File: config.mk
export PLATFORM = sky130hd
export DESIGN_NAME = encout_apb_slave
export DESIGN_NICKNAME = d
export VERILOG_FILES = /design/src/rtl/encout_apb_pkg.sv /design/src/rtl/encout_apb_decode.sv /design/src/rtl/encout_apb_slave.sv
export SDC_FILE = /design/constraint.sdc
export NUM_CORES = 1
export LEC_CHECK = 0
export CELL_PAD_IN_SITES_DETAIL_PLACEMENT = 0
export CELL_PAD_IN_SITES_GLOBAL_PLACEMENT = 2
export CORE_UTILIZATION = 22
export DETAILED_ROUTE_END_ITERATION = 12
export PLACE_DENSITY = 0.75
export SLEW_MARGIN = 40
export SYNTH_ARGS = -nofsm -noshare
export SYNTH_HDL_FRONTEND = slang
export SYNTH_SLANG_ARGS = --single-unit
File: constraint.sdc
create_clock -name i_pclk -period 1.8 [get_ports i_pclk]
set_input_delay 0.36 -clock i_pclk [delete_from_list [all_inputs] [get_ports i_pclk]]
set_output_delay 0.36 -clock i_pclk [all_outputs]
set_load 0.02 [all_outputs]
File: src/rtl/encout_apb_pkg.sv
// Shared types and constants for the encout APB register slave.
// State encoding, default base address, wait-state ceiling.
package encout_apb_pkg;

  typedef enum logic {
    IDLE   = 1'b0,
    ACCESS = 1'b1
  } state_t;

  localparam logic [31:0] DEF_BASE_ADDR = 32'h0091_C100;
  localparam int          WAIT_MAX      = 15;

endpackage

File: src/rtl/encout_apb_decode.sv
// Address decode: window hit, register index, transfer error.
// Offset uses unsigned 32-bit wrap so addresses below base miss.
module encout_apb_decode
  import encout_apb_pkg::*;
#(
  parameter int               NREG      = 8,
  parameter logic [31:0]      BASE_ADDR = DEF_BASE_ADDR,
  parameter logic [NREG-1:0]  RO_MASK   = '0
) (
  input  logic [31:0] paddr,
  input  logic        write,
  output logic        hit,
  output logic [4:0]  idx,
  output logic        err
);

  logic [31:0] off;
  logic [31:0] ro;

  assign off = paddr - BASE_ADDR;
  assign ro  = 32'(RO_MASK);

  assign hit = (off < 32'(4 * NREG))
            && (paddr[1:0] == 2'b00);
  assign idx = off[6:2];
  assign err = !hit || (write && ro[idx]);

endmodule

File: src/rtl/encout_apb_slave.sv
// APB3 slave fronting a register block with one-hot strobes.
// Reads strobe in the first ACCESS cycle; writes after completion.
module encout_apb_slave
  import encout_apb_pkg::*;
#(
  parameter int               NREG        = 8,
  parameter logic [31:0]      BASE_ADDR   = DEF_BASE_ADDR,
  parameter int               WAIT_STATES = 0,
  parameter logic [NREG-1:0]  RO_MASK     = '0
) (
  input  logic            i_pclk,
  input  logic            i_presetn,
  input  logic [31:0]     i_paddr,
  input  logic            i_psel,
  input  logic            i_penable,
  input  logic            i_pwrite,
  input  logic [31:0]     i_pwdata,
  output logic            o_pready,
  output logic            o_pslverr,
  output logic [31:0]     o_prdata,
  output logic [NREG-1:0] o_we,
  output logic [31:0]     o_wdata,
  output logic [NREG-1:0] o_re,
  input  logic [31:0]     i_rdata
);

  localparam int WS_CLAMP =
    (WAIT_STATES > WAIT_MAX) ? WAIT_MAX : WAIT_STATES;
  localparam logic [3:0] WS    = 4'(WS_CLAMP);
  localparam logic [3:0] WS_RD = (WS_CLAMP == 0) ? 4'd1 : WS;

  state_t      state, state_nxt;
  logic [3:0]  cnt;
  logic        wr_q, hit_q, err_q;
  logic [4:0]  idx_q;

  logic        hit, err;
  logic [4:0]  idx;
  logic        setup, done;

  encout_apb_decode #(
    .NREG      (NREG),
    .BASE_ADDR (BASE_ADDR),
    .RO_MASK   (RO_MASK)
  ) u_decode (
    .paddr (i_paddr),
    .write (i_pwrite),
    .hit   (hit),
    .idx   (idx),
    .err   (err)
  );

  assign setup = (state == IDLE) && i_psel && !i_penable;
  assign o_pready  = (state == ACCESS) && (cnt == 4'd0);
  assign o_pslverr = o_pready && err_q;
  assign done      = o_pready && i_psel && i_penable;

  always_ff @(posedge i_pclk or negedge i_presetn) begin
    if (!i_presetn) state <= IDLE;
    else            state <= state_nxt;
  end

  always_comb begin
    state_nxt = state;
    unique case (state)
      IDLE:   if (setup) state_nxt = ACCESS;
      ACCESS: if (!i_psel || done) state_nxt = IDLE;
    endcase
  end

  always_ff @(posedge i_pclk or negedge i_presetn) begin
    if (!i_presetn) begin
      cnt      <= '0;
      wr_q     <= 1'b0;
      hit_q    <= 1'b0;
      err_q    <= 1'b0;
      idx_q    <= '0;
      o_prdata <= '0;
      o_wdata  <= '0;
      o_we     <= '0;
      o_re     <= '0;
    end else begin
      o_re <= '0;
      o_we <= '0;
      if (setup) begin
        wr_q  <= i_pwrite;
        hit_q <= hit;
        idx_q <= idx;
        err_q <= err;
        cnt   <= (i_pwrite || err) ? WS : WS_RD;
        if (i_pwrite)
          o_wdata <= i_pwdata;
        if (!i_pwrite && !err)
          o_re <= NREG'(1) << idx;
        if (!i_pwrite && err)
          o_prdata <= '0;
      end else if (state == ACCESS && cnt != 4'd0) begin
        cnt <= cnt - 4'd1;
      end
      // o_re is only ever set from IDLE, so this never meets setup
      if (|o_re)
        o_prdata <= i_rdata;
      if (done && wr_q && hit_q && !err_q)
        o_we <= NREG'(1) << idx_q;
    end
  end

endmodule
==> results.yml <==
# physical design summary
global_routing:
  global_route.usage.met1_pct: 16.0
  first_global_vias: 3503
cells_and_area:
  layout.filler_cells: 1579
  sequential_cells: 93
  largest_class: "registers"
  layout_top_cells_excl_fill_tap: "sky130_fd_sc_hd__clkdlybuf4s50_1, sky130_fd_sc_hd__dfrtp_1, sky130_fd_sc_hd__mux2_2, sky130_fd_sc_hd__mux2i_1, sky130_fd_sc_hd__nor2_1"
  stdcell_area_sq_um: 6900
  layout-area-overhead-vs-synth_pct: 82.3
  num-multi-input-gates: 190
clocking:
  postCtsHoldBufs: 1
  postCtsResizedCells: 133
  clock_latency_ns: 0.34
  cts-root-buf: "sky130_fd_sc_hd__clkbuf_16"
floorplanning:
  die_h_um: 133
drt:
  routed-via-count: 3144
  m1WireLength_um: 4720
  wirelength_um: 11100
power_and_ir_drop:
  power.share.clock_pct: 31.6
  total_switching_power_mw: 1.64
logic_synthesis:
  syn_nets: 402
  post_synth_main_logic_family: "multiplexers"
  synth.yosys.chip_area_sq_um: 3790
  post-synth-top-area-cell: "sky130_fd_sc_hd__dfrtp_1"
  simple_gate_share_pct: 14.6
  netlist_area_sq_um: 3790
job:
  cap_violations: 0
timing:
  slew_headroom_pct: 72.9
  final-setup-viol-count: 2
  postLayoutSetupSlackWorst_ns: -0.0325
  skew_ns: 0.00517
  finalHoldViolations: 0
  final_period_minus_worst_setup_slack_ns: 1.83
critical_path:
  r2r-end: "o_we[0]"
  cp.buffers_inverters: 2
  cp_data_arrival_time_ns: 1.47
  critical_path.startpoint: "cnt[0]"
  launch_point_of_the_worst_reg_to_reg_path: "cnt[0]"
  crit_path_max_fanout: 3
  critPathMaxStageDelay_ns: 0.40
status:
  violated_checks: "setup timing"
  run_status: "finished, violations left"
worst_hold_path:
  hold_end: "idx_q[3]"
  hold_class: "input pin to flop"
placed_design:
  placed_cells_incl_taps: 710
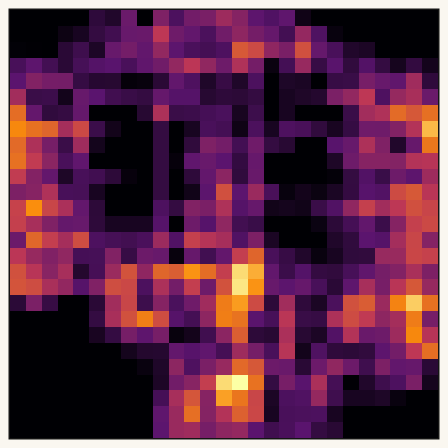
*Routed metal per tile*
The die is cut into 27 by 27 equal tiles; black is low, pale yellow is high, scaled to the fullest tile. Values are wire area over tile area, all layers added.
fullest tile	0.42
tiles over half the peak	13%
nearly empty tiles	22%
densest ninth of the die	south
emptiest ninth of the die	south-west
mean over tiles	0.10

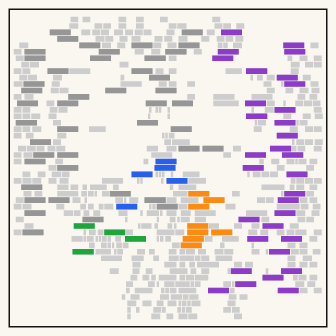
*Sequential cells grouped by signal name*
Other sequential cells in the stronger gray, the rest of the logic in the fainter gray.
color	signal	flops
green	`cnt`	4
purple	`o_prdata`	32
orange	`o_re`	8
blue	`idx_q`	5
not colored	44

